File: src/rtl/dataslot_read_arbiter.sv
// Round-robin arbiter sharing the bridge_core dataslot read command channel between in-core requesters.
// Optional response watchdog enabled by defining DATASLOT_ARB_TIMEOUT_EN.
module dataslot_read_arbiter #(
    parameter int          NUM_REQ        = 2,
    parameter logic [31:0] TIMEOUT_CYCLES = 32'd74_250_000
) (
    input  logic                    clk_74a,
    input  logic                    reset_n,
    input  logic [NUM_REQ-1:0]      req_valid,
    output logic [NUM_REQ-1:0]      req_ready,
    input  logic [NUM_REQ*16-1:0]   req_slot_id,
    input  logic [NUM_REQ*32-1:0]   req_offset,
    input  logic [NUM_REQ*32-1:0]   req_bridge_addr,
    input  logic [NUM_REQ*32-1:0]   req_length,
    output logic [NUM_REQ-1:0]      done_valid,
    output logic [7:0]              done_status,
    output logic                    cmd_valid,
    input  logic                    cmd_ready,
    output logic [15:0]             cmd_slot_id,
    output logic [31:0]             cmd_offset,
    output logic [31:0]             cmd_bridge_addr,
    output logic [31:0]             cmd_length,
    input  logic                    rsp_valid,
    input  logic [7:0]              rsp_status,
    output logic                    busy,
    output logic [2:0]              grant_id
);

    typedef enum logic [1:0] {
        ST_IDLE,
        ST_ISSUE,
        ST_WAIT,
        ST_DONE
    } state_t;

    state_t      state;
    state_t      state_next;
    logic [2:0]  last_grant;
    logic [2:0]  grant_q;
    logic [2:0]  pick;
    logic        pick_found;
    logic        accept;
    logic        timeout_hit;
    logic [7:0]  status_q;
    logic [15:0] sel_slot;
    logic [31:0] sel_offset;
    logic [31:0] sel_addr;
    logic [31:0] sel_length;

    // Rotating priority: the requester just after the previous winner is searched first.
    always_comb begin
        pick       = '0;
        pick_found = 1'b0;
        for (int off = 1; off <= NUM_REQ; off++) begin
            for (int i = 0; i < NUM_REQ; i++) begin
                if (!pick_found && req_valid[i] && ((int'(last_grant) + off) % NUM_REQ == i)) begin
                    pick       = 3'(i);
                    pick_found = 1'b1;
                end
            end
        end
    end

    always_comb begin
        sel_slot   = '0;
        sel_offset = '0;
        sel_addr   = '0;
        sel_length = '0;
        for (int i = 0; i < NUM_REQ; i++) begin
            if (pick == 3'(i)) begin
                sel_slot   = req_slot_id[i*16 +: 16];
                sel_offset = req_offset[i*32 +: 32];
                sel_addr   = req_bridge_addr[i*32 +: 32];
                sel_length = req_length[i*32 +: 32];
            end
        end
    end

    assign accept = (state == ST_IDLE) && pick_found;

    always_comb begin
        req_ready  = '0;
        done_valid = '0;
        for (int i = 0; i < NUM_REQ; i++) begin
            req_ready[i]  = accept && (pick == 3'(i));
            done_valid[i] = (state == ST_DONE) && (grant_q == 3'(i));
        end
    end

    always_ff @(posedge clk_74a or negedge reset_n) begin
        if (!reset_n) begin
            state <= ST_IDLE;
        end else begin
            state <= state_next;
        end
    end

    // Zero-length requests skip the bridge entirely and complete with status 0.
    always_comb begin
        state_next = state;
        case (state)
            ST_IDLE:  if (accept) state_next = (sel_length == 32'd0) ? ST_DONE : ST_ISSUE;
            ST_ISSUE: if (cmd_ready) state_next = ST_WAIT;
            ST_WAIT:  if (rsp_valid || timeout_hit) state_next = ST_DONE;
            ST_DONE:  state_next = ST_IDLE;
            default:  state_next = ST_IDLE;
        endcase
    end

    always_ff @(posedge clk_74a or negedge reset_n) begin
        if (!reset_n) begin
            cmd_slot_id     <= '0;
            cmd_offset      <= '0;
            cmd_bridge_addr <= '0;
            cmd_length      <= '0;
            grant_q         <= '0;
            last_grant      <= 3'(NUM_REQ - 1);
            status_q        <= '0;
        end else begin
            if (accept) begin
                cmd_slot_id     <= sel_slot;
                cmd_offset      <= sel_offset;
                cmd_bridge_addr <= sel_addr;
                cmd_length      <= sel_length;
                grant_q         <= pick;
                last_grant      <= pick;
                status_q        <= 8'h00;
            end else if (state == ST_WAIT) begin
                // A real response arriving on the expiry cycle takes precedence.
                if (rsp_valid) begin
                    status_q <= rsp_status;
                end else if (timeout_hit) begin
                    status_q <= 8'hFF;
                end
            end
        end
    end

`ifdef DATASLOT_ARB_TIMEOUT_EN
    logic [31:0] wait_cnt;

    always_ff @(posedge clk_74a or negedge reset_n) begin
        if (!reset_n) begin
            wait_cnt <= '0;
        end else if (state == ST_ISSUE && cmd_ready) begin
            wait_cnt <= '0;
        end else if (state == ST_WAIT) begin
            wait_cnt <= wait_cnt + 32'd1;
        end
    end

    assign timeout_hit = (state == ST_WAIT) && (wait_cnt == TIMEOUT_CYCLES - 32'd1);
`else
    logic unused_timeout_cfg;
    assign unused_timeout_cfg = ^TIMEOUT_CYCLES;
    assign timeout_hit        = 1'b0;
`endif

    assign cmd_valid   = (state == ST_ISSUE);
    assign busy        = (state != ST_IDLE);
    assign grant_id    = grant_q;
    assign done_status = (state == ST_DONE) ? status_q : 8'h00;

endmodule

File: config.mk
export PLATFORM = sky130hd
export DESIGN_NAME = dataslot_read_arbiter
export DESIGN_NICKNAME = d
export VERILOG_FILES = /design/src/rtl/dataslot_read_arbiter.sv
export SDC_FILE = /design/constraint.sdc
export NUM_CORES = 1
export LEC_CHECK = 0
export CAP_MARGIN = 15
export CORE_AREA = 2 2 141 143
export DETAILED_ROUTE_END_ITERATION = 12
export DIE_AREA = 0 0 143 145
export PLACE_DENSITY = 0.67
export SLEW_MARGIN = 20
export SYNTH_ARGS = -nofsm -noshare
export SYNTH_HDL_FRONTEND = slang
export SYNTH_SLANG_ARGS = --single-unit
File: constraint.sdc
create_clock -name clk_74a -period 2.81 [get_ports clk_74a]
set_input_delay 0.562 -clock clk_74a [delete_from_list [all_inputs] [get_ports clk_74a]]
set_output_delay 0.562 -clock clk_74a [all_outputs]
set_load 0.03 [all_outputs]
### Met1 routing

Bar = 50 um. Supply wires on this layer in grey.
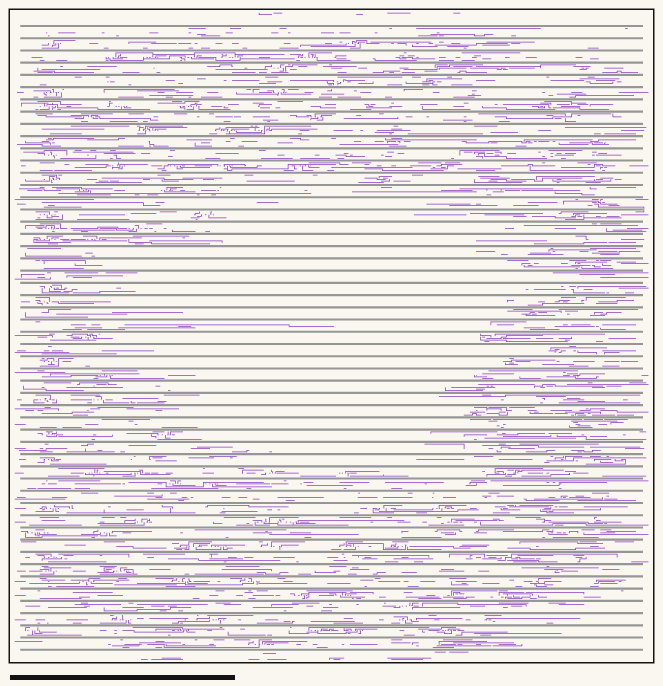
share of all routed wire = 39%
wire length on this layer = 8080 um
nets with wire on the layer = 971
final wirelength: 20940 um
Vias: 5522
GR met1 Demand/Resource: 23.84%

### Signal wires on met2

Cells faint in the background.
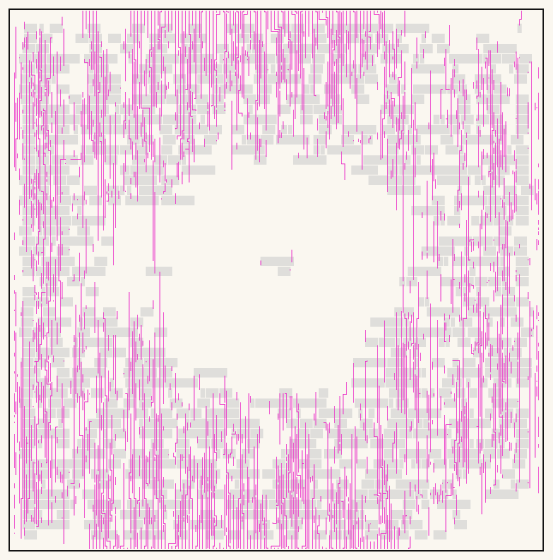
nets with wire on the layer = 954
share of all routed wire = 51%
wire length on this layer = 10600 um
main direction = vertical
longest straight run = 61.9 um
global routing usage on met2: 33.78%

### Signal wires on met3

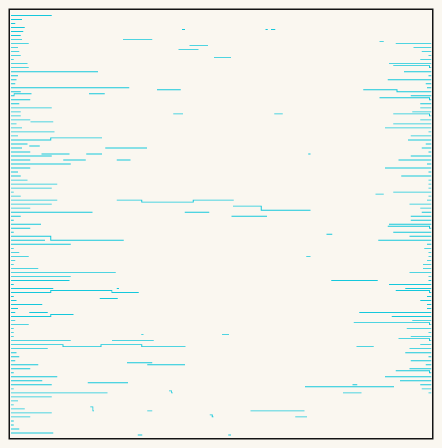
share of all routed wire = 9.0%
longest straight run = 39.8 um
nets with wire on the layer = 218
main direction = horizontal
wire length on this layer = 1870 um
met3 Usage GRT: 6.469%

### Signal wires on met4

Bar = 50 um. Supply wires on this layer in grey.
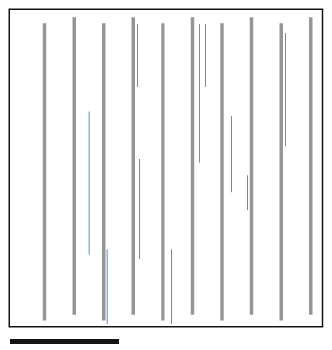
wire length on this layer = 401 um
longest straight run = 65.3 um
main direction = vertical
nets with wire on the layer = 9
share of all routed wire = 1.9%

==> impl_metrics.py <==
# Flow results
metrics = {
    "sta": {
        "hold_slack_ps": 127.4,
        "setup_violations": 0,
        "finClkSkew_ps": 9.250,
        "timing.setup.tns_ps": 0,
        "relSlewSlack_pct": 57.84,
        "grt_setup_unrepaired": "no",
        "timing.final.crit_period_ps": 2597,
        "fmax_ghz": 0.3850,
        "setup_slack_ps": 212.5,
        "tightestPinTransition_ps": 626.7,
        "finalHoldViolCount": 0,
        "period_used_pct": 92.44,
        "maxSlewViolCount": 0,
    },
    "logic_synthesis": {
        "synth-async-reset-ratio_pct": 100.0,
        "edf_count": 0,
        "seq_area_frac_synth_pct": 56.49,
        "syn_area_per_cell_um2": 10.84,
        "synthXorXnorAreaFrac_pct": 0,
        "aoi_share_pct": 19.58,
        "yosys.area.top_type": "dfrtp_1",
        "yosys.area_share.adder_pct": 1.138,
        "synth-seq-cells": 124,
        "synthDominantCellAreaShare_pct": 56.01,
        "synthTopCellsByArea": "dfrtp_1 56%, a222oi_1 15%, mux2i_1 5.8%, inv_1 5.8%, nand2_1 3.0%",
        "syn_area_um2": 5495,
        "ys_warn_count": 0,
        "topCombFamilyByArea": "AND-OR/OR-AND gates",
        "ys_sh_simple_pct": 7.992,
        "syn_inst": 507,
        "yosys_cells": 507,
        "ys.flop_type": "dfrtp_1",
        "synth_cell_type_count": 35,
        "ys_area_um2": 5495,
        "synthMuxAreaShare_pct": 5.829,
    },
    "pwr": {
        "pwr-share-seq_pct": 28.1,
        "p_sw_mw": 4.840,
        "clock_net_power_mw": 2.12,
        "p_comb_share_pct": 53.2,
        "leakage_nw": 4.413,
        "total_power_mw": 11.32,
        "power-top-group": "combinational logic",
        "seq_power_mw": 3.18,
        "power_combinational_mw": 6.02,
        "swShare_pct": 42.74,
        "power_density_nw_per_um2": 1129,
        "p_int_mw": 6.484,
        "vdd_drop_max_mv": 0.5472,
        "p_clk_share_pct": 18.7,
    },
    "clock_network": {
        "cts_hold_buf": 0,
        "cts_buffers": 17,
        "htree_levels": 4,
        "cts.sinks": 124,
        "cts-root-buf": "clkbuf_16",
        "cts_resized": 0,
        "clk_pin_slew_worst_paths_ps": 60,
        "clk_path_buf_depth": 2,
        "cts_tree": "done",
        "clock_latency_ps": 410,
        "post_cts_buffers": 0,
    },
    "critical_path": {
        "startpoint_type": "register",
        "critical_path_class": "register to output pin",
        "worst_ep_arrival_time_ps": 2040,
        "worst-path-max-fanout": 10,
        "worst_ep_required_time_ps": 2250,
        "rrSetupSlack_ps": 840,
        "crit_path_end_kind": "output pin",
    },
    "layout": {
        "final_area_um2": 10030,
        "stdcell_count": 1136,
        "num-fill-cells": 1735,
        "num_antenna_cells": 0,
        "nNetsFinal": 1101,
        "syn_to_final_growth_pct": 82.49,
        "final_layout_size_suffix_gt1_share_pct": 5.626,
        "largestRegisters": "cmd_bridge_addr: 32 flops, cmd_length: 32 flops, cmd_offset: 32 flops",
        "fin_util_pct": 52.21,
    },
    "placement": {
        "port_buffers": 364,
        "place.gp.congestion": 0.7954,
        "dpl.cell_count": 1104,
        "dpl_worst_slack_ps": 324.1,
        "dpl_cell_area_um2": 9464,
        "place_hpwl_um": 15110,
    },
    "floorplanning": {
        "dieArea_um2": 20740,
        "initial_core_util_pct": 28.61,
        "die_y_um": 145,
        "die_x_um": 143,
        "core_um2": 19210,
        "row_count": 51,
        "boundaryPins": 367,
    },
    "route": {
        "met1Wirelength_um": 8082,
        "vias_per_cell": 4.861,
        "routed-wl-met2_um": 10580,
        "wire_per_inst_um": 18.43,
        "drc_errors": 0,
        "drt_first_pass_iters": 8,
        "antenna_left": 0,
        "met3WireLength_um": 1874,
        "highest_layer": "met4",
        "drt_iter0_markers": 442,
    },
    "grt": {
        "grt_max_degree": 147,
        "gr-total-overflow": 0,
        "grtUsageTotal_pct": 19.98,
        "grt_pass1_vias": 5724,
        "top_usage_layer": "met2",
        "antenna_found_initial": 0,
        "grt_pass1_wl_um": 32090,
    },
    "flow_run": {
        "warnings": 32,
        "maxCapViolations": 0,
    },
    "status": {
        "status": "completed",
    },
    "worst_hold_path": {
        "hold_path.class": "input pin to asynchronous set/reset pin",
    },
}
-- final timing paths --
kind,startpoint,to,cells past startpoint
worst max-delay path,state[0],done_status[4],3
worst min-delay path,reset_n,status_q[6],1
worst max register to register,state[0],cmd_slot_id[3],6
worst min register to register,cmd_length[31],cmd_length[31],2
max in group asynchronous,reset_n,cmd_bridge_addr[19],2
min in group clk_74a,cmd_length[31],cmd_length[31],2
-- synth_stat cells (5+ instances only) --
cell type  count
o21ai_0       32
and2_1        10
a222oi_1      80
nor4_1        12
dfrtp_1      123
buf_2          7
inv_1         85
nand3_1        8
clkbuf_1      30
a21oi_1        9
nand2_1       44
ha_1           5
mux2i_1       32
-- worst max-delay path: stages, from the launching register on --
cell and delay, ps:
dfrtp_1 410, ha_1 350, and2_1 180, clkdlybuf4s50_1 680
-- cells in the final DEF, fill, tap and decap left out, types with 2 or more instances in the layout --
cell / n
mux2i_1: 32
clkinvlp_4: 4
clkdlybuf4s50_1: 361
and2_1: 9
a21o_1: 2
clkbuf_16: 17
clkinv_4: 2
nor4_1: 12
a222oi_1: 80
nor3_1: 4
inv_6: 6
ha_1: 5
conb_1: 2
nand2_1: 44
nand3_1: 8
inv_1: 85
o21ai_0: 32
buf_4: 4
buf_12: 6
nor2_1: 3
a21oi_1: 9
dfrtp_1: 123
-- final cells by class --
| cell class | count | area, um^2 | area share, % |
|---|---|---|---|
| inverters | 85 | 319.1 | 3.182 |
| clock buffers | 18 | 429.2 | 4.279 |
| clock inverters | 14 | 135.1 | 1.347 |
| flip-flops and latches | 124 | 3104 | 30.95 |
| well taps | 265 | 331.6 | 3.306 |
| multi-input cells | 258 | 1934 | 19.29 |
| repair buffers | 372 | 3775 | 37.64 |
No activity file was given, so power comes from the tool's default toggle rates.
